### config.mk
export PLATFORM = sky130hd
export DESIGN_NAME = wb_unit
export DESIGN_NICKNAME = d
export VERILOG_FILES = /design/src/rtl/wb_unit.sv
export SDC_FILE = /design/constraint.sdc
export NUM_CORES = 1
export LEC_CHECK = 0
export ABC_AREA = 1
export CORE_MARGIN = 2
export CORE_UTILIZATION = 25
export CTS_CLUSTER_DIAMETER = 150
export CTS_CLUSTER_SIZE = 10
export DETAILED_ROUTE_END_ITERATION = 6
export GPL_TIMING_DRIVEN = 0
export SETUP_SLACK_MARGIN = 0.3
export SLEW_MARGIN = 30
export SYNTH_ARGS = -nofsm -noshare
export SYNTH_HDL_FRONTEND = slang
export SYNTH_SLANG_ARGS = --single-unit
### constraint.sdc
create_clock -name clk -period 1.4 [get_ports clk]
set_input_delay 0.21 -clock clk [delete_from_list [all_inputs] [get_ports clk]]
set_output_delay 0.21 -clock clk [all_outputs]
set_load 0.02 [all_outputs]
### src/rtl/wb_unit.sv
// Write-back stage: load-data extraction, write-back mux, register-file write port,
// halt/resume state machine, retired-instruction counter and a delayed write record
// for the decode-stage bypass.
module wb_unit #(
  parameter int unsigned CNT_W = 32
) (
  input  logic             clk,
  input  logic             reset,
  input  logic [31:0]      read_data_in,
  input  logic [31:0]      sig_in,
  input  logic [31:0]      AluOut_in,
  input  logic [31:0]      IR_in,
  input  logic [31:0]      PC_in,
  input  logic [4:0]       RDdst_in,
  input  logic             halt_in,
  input  logic             resume,
  output logic             reg_we,
  output logic [4:0]       reg_waddr,
  output logic [31:0]      reg_wdata,
  output logic             last_we,
  output logic [4:0]       last_waddr,
  output logic [31:0]      last_wdata,
  output logic             halted,
  output logic [CNT_W-1:0] retired,
  output logic             misalign
);

  localparam logic [5:0] OpLb  = 6'h20;
  localparam logic [5:0] OpLh  = 6'h21;
  localparam logic [5:0] OpLw  = 6'h23;
  localparam logic [5:0] OpLbu = 6'h24;
  localparam logic [5:0] OpLhu = 6'h25;

  typedef enum logic {StRun, StHalted} state_e;

  state_e           state_q, state_d;
  logic [CNT_W-1:0] retired_q, retired_d;
  logic             misalign_q, misalign_d;
  logic             last_we_q;
  logic [4:0]       last_waddr_q;
  logic [31:0]      last_wdata_q;

  logic        reg_write, mem_to_reg, link, run;
  logic [5:0]  opcode;
  logic [7:0]  lane_byte;
  logic [15:0] lane_half;
  logic [31:0] load_data;
  logic        unused_sig;

  assign reg_write  = sig_in[0];
  assign mem_to_reg = sig_in[1];
  assign link       = sig_in[2];
  assign unused_sig = ^sig_in[31:3];
  assign opcode     = IR_in[31:26];
  assign run        = (state_q == StRun);

  // Little-endian lane selection and sign/zero extension of the loaded datum
  always_comb begin
    lane_byte = read_data_in[7:0];
    case (AluOut_in[1:0])
      2'd0:    lane_byte = read_data_in[7:0];
      2'd1:    lane_byte = read_data_in[15:8];
      2'd2:    lane_byte = read_data_in[23:16];
      default: lane_byte = read_data_in[31:24];
    endcase
    lane_half = AluOut_in[1] ? read_data_in[31:16] : read_data_in[15:0];
    case (opcode)
      OpLb:    load_data = {{24{lane_byte[7]}}, lane_byte};
      OpLbu:   load_data = {24'h0, lane_byte};
      OpLh:    load_data = {{16{lane_half[15]}}, lane_half};
      OpLhu:   load_data = {16'h0, lane_half};
      default: load_data = read_data_in;
    endcase
  end

  // Write-port drive: link beats load beats ALU; $0 writes never reach the file
  always_comb begin
    reg_waddr = link ? 5'd31 : RDdst_in;
    if (link) begin
      reg_wdata = PC_in + 32'd4;
    end else if (mem_to_reg) begin
      reg_wdata = load_data;
    end else begin
      reg_wdata = AluOut_in;
    end
    reg_we = reg_write & run & (reg_waddr != 5'd0);
  end

  // Next-state for halt FSM, retire counter and sticky misalign flag
  always_comb begin
    state_d    = state_q;
    retired_d  = retired_q;
    misalign_d = misalign_q;
    unique case (state_q)
      StRun:    if (halt_in) state_d = StHalted;
      StHalted: if (resume)  state_d = StRun;
      default:  state_d = StRun;
    endcase
    if (run && (IR_in != 32'd0)) begin
      retired_d = retired_q + 1'b1;
    end
    if (run && mem_to_reg) begin
      if ((opcode == OpLw) && (AluOut_in[1:0] != 2'd0)) begin
        misalign_d = 1'b1;
      end
      if (((opcode == OpLh) || (opcode == OpLhu)) && AluOut_in[0]) begin
        misalign_d = 1'b1;
      end
    end
  end

  // State registers, including the one-cycle-delayed write record
  always_ff @(posedge clk or negedge reset) begin
    if (!reset) begin
      state_q      <= StRun;
      retired_q    <= '0;
      misalign_q   <= 1'b0;
      last_we_q    <= 1'b0;
      last_waddr_q <= 5'd0;
      last_wdata_q <= 32'd0;
    end else begin
      state_q      <= state_d;
      retired_q    <= retired_d;
      misalign_q   <= misalign_d;
      last_we_q    <= reg_we;
      last_waddr_q <= reg_waddr;
      last_wdata_q <= reg_wdata;
    end
  end

  assign halted     = (state_q == StHalted);
  assign retired    = retired_q;
  assign misalign   = misalign_q;
  assign last_we    = last_we_q;
  assign last_waddr = last_waddr_q;
  assign last_wdata = last_wdata_q;

endmodule

Run 1, clock routing:
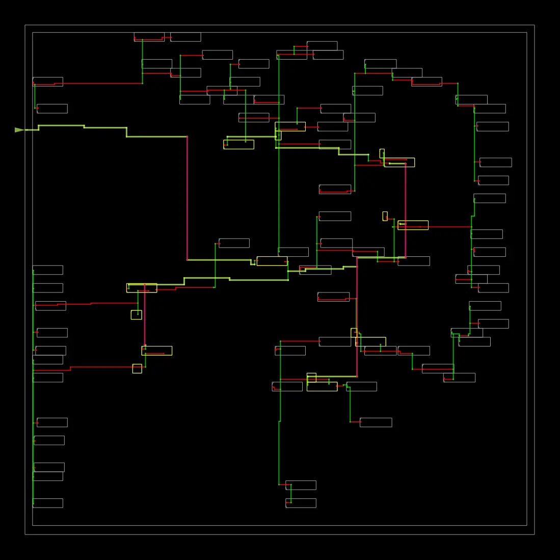
clock tree buffer count of the final layout: 11
seq_cells: 72
clk_lat worst skew: 0.35 ns
CTS buffer count: 9
P_clk: 2180 µW

Run 1, met1 routing:
The bar under the picture is 50 µm long.
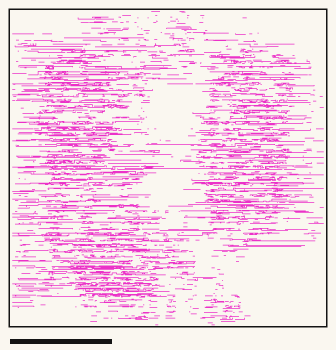
longest straight run: 45.3 µm
main direction: horizontal
share of all routed wire: 38%
total number of vias: 7811
final wirelength: 29400 µm
met1 Resource Use GR: 28.1%

==> reports/metrics.cfg, run 1 <==
[status]
status = finished with violations
violations = setup timing

[finish]
area_delta_synth_final_pct = 108
drive_above_1_share_pct = 50.7
final_nets = 1502

[drt]
drt-initial-drc-count = 502
ant_nets = 0
first_pass_iters = 5
wire_per_inst_um = 18.1
vias_per_cell = 4.81

[die]
rows = 55
fp_util_pct = 25.3
chipArea_um2 = 23900
io_pins = 279
die_y_um = 155
fp.coreArea_um2 = 22400

[final_timing]
post-route-min-period_ns = 1.74
setup_viol = 62
skew_ns = 0.00933
finalHoldViolCount = 0
worst_slack_ns = -0.340
drv_slew = 0
worstMarginPinSlew_ns = 0.338

[pwr]
ir_drop_mv = 0.601
combPwrFrac_pct = 47.5
power-top-group = combinational logic
seq_cell_power_uw = 2420
total_power_uw = 8770
comb_power_uw = 4170
p_switching_uw = 3250

[min_path]
hold_path.class = in2reg
hold_path_depth = 2
hp-start = PC_in[2]
hold_end = last_wdata[2]

[clocking]
htree_levels = 3
ctsResizeCount = 1105
numClockSinks = 72
cts_buffer_depth = 2
clkTransAtPathRegs_ns = 0.06
post_cts_buffers = 112
root_buffer = clkbuf_16

[synth]
avgSynthCellArea_um2 = 6.12
ff_type = dfrtp_1
common_cells = nand2_1 (390), nor2_1 (142), dfrtp_1 (72)
synthDistinctLibCells = 34
simple_gate_share_pct = 48.0
yosysWarnings = 0
area_leaders = dfrtp_1 (32%), nand2_1 (26%), nor2_1 (9.4%)
ys_sh_xor_pct = 3.71
ys_area_um2 = 5670
compound_area_share_pct = 9.11
fp_nets = 1097
mappedNetlistArea_um2 = 5670

[critical_path]
timing.rr.end = retired[24]
rrSetupSlack_ns = -0.12
critPathTopFamily = simple AND/OR/NAND/NOR gates
path_class = in2out
cp-start-kind = primary input
critPathBufInv = 4
cp.arrival_ns = 1.53
slowest_stage = a21oi_4
ff2ff_path_depth = 11

[global_route]
antenna_found_initial = 3
grt_max_degree = 58
grt_pass1_vias = 7818
track_usage_pct = 24.2

[placement]
gp_congestion = 0.931
post-place-ws_ns = -1.58
place_area_um2 = 9060

[job]
cap_violations = 0

Run 1, layout detail:
The bar under the picture is 20 µm long. Window x 52 to 102, y 83 to 133 µm. Cells in gray, sequential cells in the stronger gray; small squares are vias.
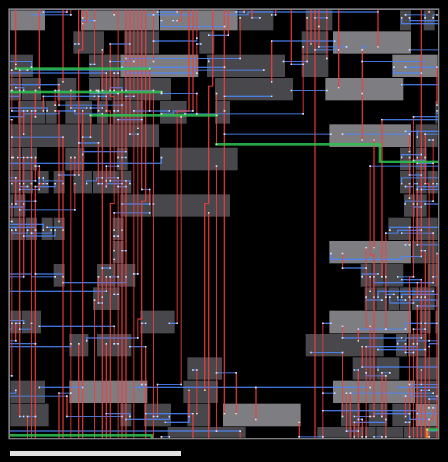
[metal 1] blue
[metal 4] orange
[metal 2] red
[metal 3] green
most frequent: nand2_1 (27), nand2_2 (12), nor2_1 (9)
cells with their middle in the window: 107
sequential cells in the window: 12
netlist names of flops here include: `last_wdata` (5), `retired` (5), `last_waddr` (2)

[run 1: metrics by stage]
stage	instances	hold WS (ns)
final	1623	0.0611
after global routing	1622	0.0655
after CTS	1598	0.0634
after detailed placement	1461	0.0592
after global placement	1460	0.447
after floorplan	926	-0.0856
[run 1: area by class of cell]
type / count / area, µm²
Fill cell: 2154 / 10600
Multi-Input combinational cell: 760 / 4860
Timing Repair Buffer: 393 / 3760
Sequential cell: 72 / 1840
Buffer: 27 / 393
Tap cell: 285 / 357
Inverter: 68 / 313
Clock buffer: 11 / 233
Clock inverter: 5 / 33.8
Antenna cell: 2 / 5.00
[run 1: layer usage]
| metal | GRT usage [%] | part of all wire, % |
|---|---|---|
| met1 | 28.1 | 38 |
| met2 | 43.5 | 51 |
| met3 | 5.97 | 7.0 |
| met4 | 8.11 | 3.8 |
| met5 | 0 | 0.044 |
[run 1: how the worst max path moves through the flow]
stage	startpoint	to	slack (ns)	cells after the start
after floorplan	PC_in[3]	reg_wdata[8]	-0.05	8
after global placement	reset	retired[0]	-2.99	1
after detailed placement	sig_in[2]	reg_wdata[12]	-1.58	6
after CTS	AluOut_in[1]	reg_wdata[21]	-0.33	11
after global routing	AluOut_in[1]	reg_wdata[9]	-0.38	11
final	AluOut_in[1]	reg_wdata[9]	-0.34	11
[run 1: sequential cells by signal, summed over array words and instances (netlist names)]
register / cells
last_waddr: 5
last_wdata: 32
misalign: 1
retired: 32
last_we: 1
halted: 1
[run 1: layout by cell type, fill, tap and decap left out, types with 27 or more instances in the layout]
cell type,netlist,layout
dlygate4sd2_1,0,46
inv_1,62,27
nand2_1,390,288
dfrtp_2,0,28
nor2_2,6,35
dfrtp_1,72,44
clkdlybuf4s50_1,0,48
buf_2,11,41
nand2_2,3,79
buf_6,1,151
buf_4,0,87
nor2_4,4,42
nor2_1,142,75
Run 1, I/O pins on the die edge:
The bar under the picture is 50 µm long. Pins as bars across the die edge, other pins in gray.
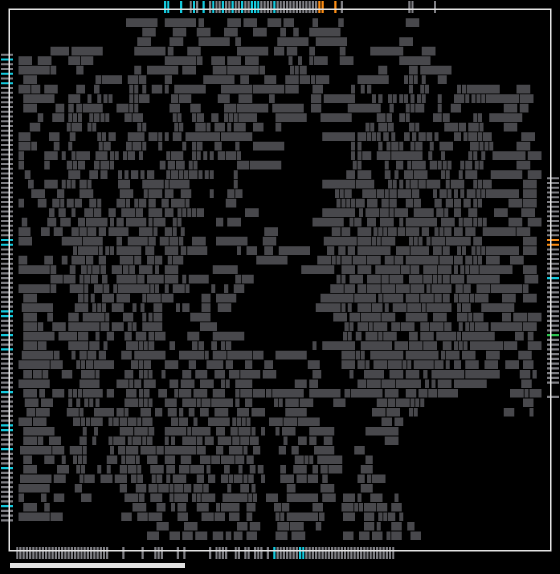

## Run 2: what changed since run 1
--- a/config.mk
+++ b/config.mk
@@ -7,11 +7,11 @@
 export LEC_CHECK = 0
 export ABC_AREA = 1
 export CORE_MARGIN = 2
-export CORE_UTILIZATION = 25
-export CTS_CLUSTER_DIAMETER = 150
+export CORE_UTILIZATION = 38
 export CTS_CLUSTER_SIZE = 10
 export DETAILED_ROUTE_END_ITERATION = 6
 export GPL_TIMING_DRIVEN = 0
+export PLACE_DENSITY = 0.79
 export SETUP_SLACK_MARGIN = 0.3
 export SLEW_MARGIN = 30
 export SYNTH_ARGS = -nofsm -noshare
Run 2, I/O pins on the die edge:
The bar under the picture is 50 µm long. Pins as bars across the die edge, other pins in gray.
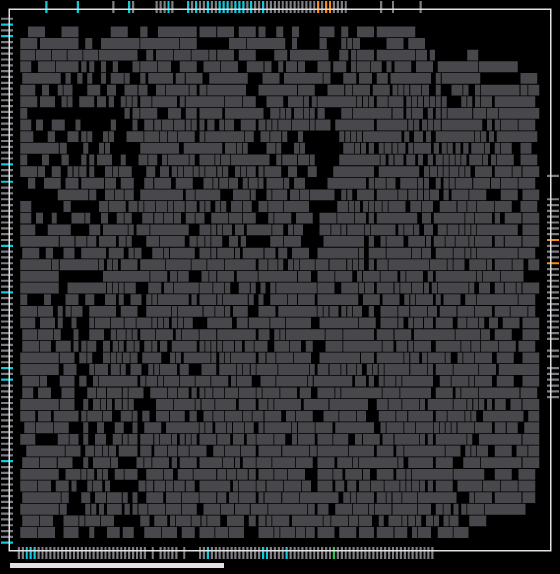
[`last_waddr`] orange | pins: 5 | direction: output | edge: 3 top, 2 right
[`reg_wdata`] cyan | pins: 32 | direction: output | edge: 15 top, 10 left, 7 bottom
[`halt_in`] green | pins: 1 | direction: input | edge: bottom

Run 2, where the registers sit:
The bar under the picture is 50 µm long. Other sequential cells in the stronger gray, the rest of the logic in the fainter gray.
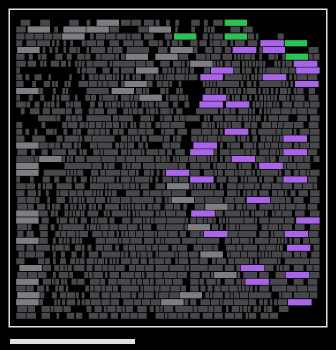
[`retired`] purple | placed flops: 32
[`last_waddr`] green | placed flops: 5
not colored: 35

==> reports/metrics.cfg, run 2 <==
[status]
status = finished with violations
violations = DRC, setup timing

[final_timing]
skew_ns = 0.00505
drv_slew = 0
finalHoldViolCount = 0
setup_viol = 62
worst_slack_ns = -0.405

[drt]
route.detailed.drc = 6
dr_total_vias = 8818
first_pass_iters = 7
vias_per_cell = 5.70
ant_nets = 0
drt-total-wl_um = 33200
drt-initial-drc-count = 1106
wire_per_inst_um = 21.4

[synth]
ff_type = dfrtp_1
ys_area_um2 = 5670
area_leaders = dfrtp_1 (32%), nand2_1 (26%), nor2_1 (9.4%)
yosysTopAreaCellShare_pct = 31.8
synthDistinctLibCells = 34
common_cells = nand2_1 (390), nor2_1 (142), dfrtp_1 (72)
fp_nets = 1097
avgSynthCellArea_um2 = 6.12

[finish]
finalNonFillerCells = 1548
drive_above_1_share_pct = 53.7
antenna_cells = 0
layout_top_cells = nand2_1 (271), buf_6 (171), buf_4 (94)
area_delta_synth_final_pct = 113
lay_top_count = nand2_1

[global_route]
antenna_found_initial = 1
grt_util_met1_pct = 41.9
grt_max_degree = 44
met3_usage_pct = 8.20
grt_busiest_layer = met2
track_usage_pct = 36.9
grt_pass1_vias = 8568

[clocking]
clk_latency_ns = 0.36
htree_levels = 3
numClockSinks = 72
cts_buffer_depth = 2
root_buffer = clkbuf_16
cts_buffers = 9

[pwr]
p_switching_uw = 3430
seq_cell_power_uw = 2430
comb_power_uw = 4290
power-top-group = combinational logic
ir_drop_mv = 0.684
combPwrFrac_pct = 46.7
total_power_uw = 9180

[die]
fp.coreArea_um2 = 14500
rows = 44
die_y_um = 126
fp_util_pct = 39.0
fp.dieW_um = 126
chipArea_um2 = 15900
io_pins = 279

[critical_path]
cp.arrival_ns = 1.60
slowest_stage = nor2_4
rrSetupSlack_ns = -0.23
timing.rr.end = retired[12]
cp-start-kind = primary input

[min_path]
hold_end = last_wdata[2]
hold_path.class = in2reg
hp-start = PC_in[2]
hold_path_depth = 2

[placement]
place_area_um2 = 8930
gp_congestion = 0.989
post-place-ws_ns = -1.49
dp.cells = 1360

-- run 2: logic make-up (layout without fill, tap and decap cells) --
kind of cell    count (synthesis)  count (layout)  share of synthesized area [%]
compound gates                 88              88                           9.11
xor+xnor                       24              24                           3.71
fa+ha+maj                       2               2                          0.441
buf+inv                        95             532                           6.97
flops                          72              72                           31.8
simple gates                  645             646                           48.0
-- run 2: worst max path at each step --
stage | start | end | slack (ns) | depth (start not counted)
floorplan | PC_in[3] | reg_wdata[8] | -0.05 | 8
global placement | reset | retired[18] | -2.77 | 1
detailed placement | PC_in[3] | reg_wdata[19] | -1.49 | 10
CTS | AluOut_in[1] | reg_wdata[21] | -0.33 | 13
global route | PC_in[3] | reg_wdata[12] | -0.42 | 12
finish | PC_in[3] | reg_wdata[12] | -0.41 | 12
-- run 2: final cells by class --
class | instances | area [µm²]
Fill cell | 836 | 2430
Clock inverter | 5 | 56.3
Sequential cell | 72 | 1840
Buffer | 27 | 357
Inverter | 68 | 304
Multi-Input combinational cell | 760 | 5010
Tap cell | 184 | 230
Timing Repair Buffer | 421 | 4060
Clock buffer | 11 | 243
-- run 2: what timing repair did --
item | in CTS | in global routing
pin swaps | 176 | 139
cloned | 10 | 1
hold buffers | 1 | 0
gates resized | 1119 | 211
buffers inserted | 118 | 42
hold endpoints to repair | 29 | 0
setup endpoints to repair | 181 | 142
-- run 2: critical path, delay by kind of cell --
kind                     cells  cell delay (ns)
adder cells (fa/ha/maj)      1             0.15
AND/OR/NAND/NOR              6             0.62
AND-OR/OR-AND                2             0.21
buffers and inverters        3             0.40
-- run 2: per-layer routing --
metal  part of all wire [%]  vias to the layer above
met5                      0                        -
met4                    7.8                        0
met3                    8.8                      216
met2                     49                      679
met1                     34                     4124
li1                       -                     3799
No activity file was given, so power comes from the tool's default toggle rates.
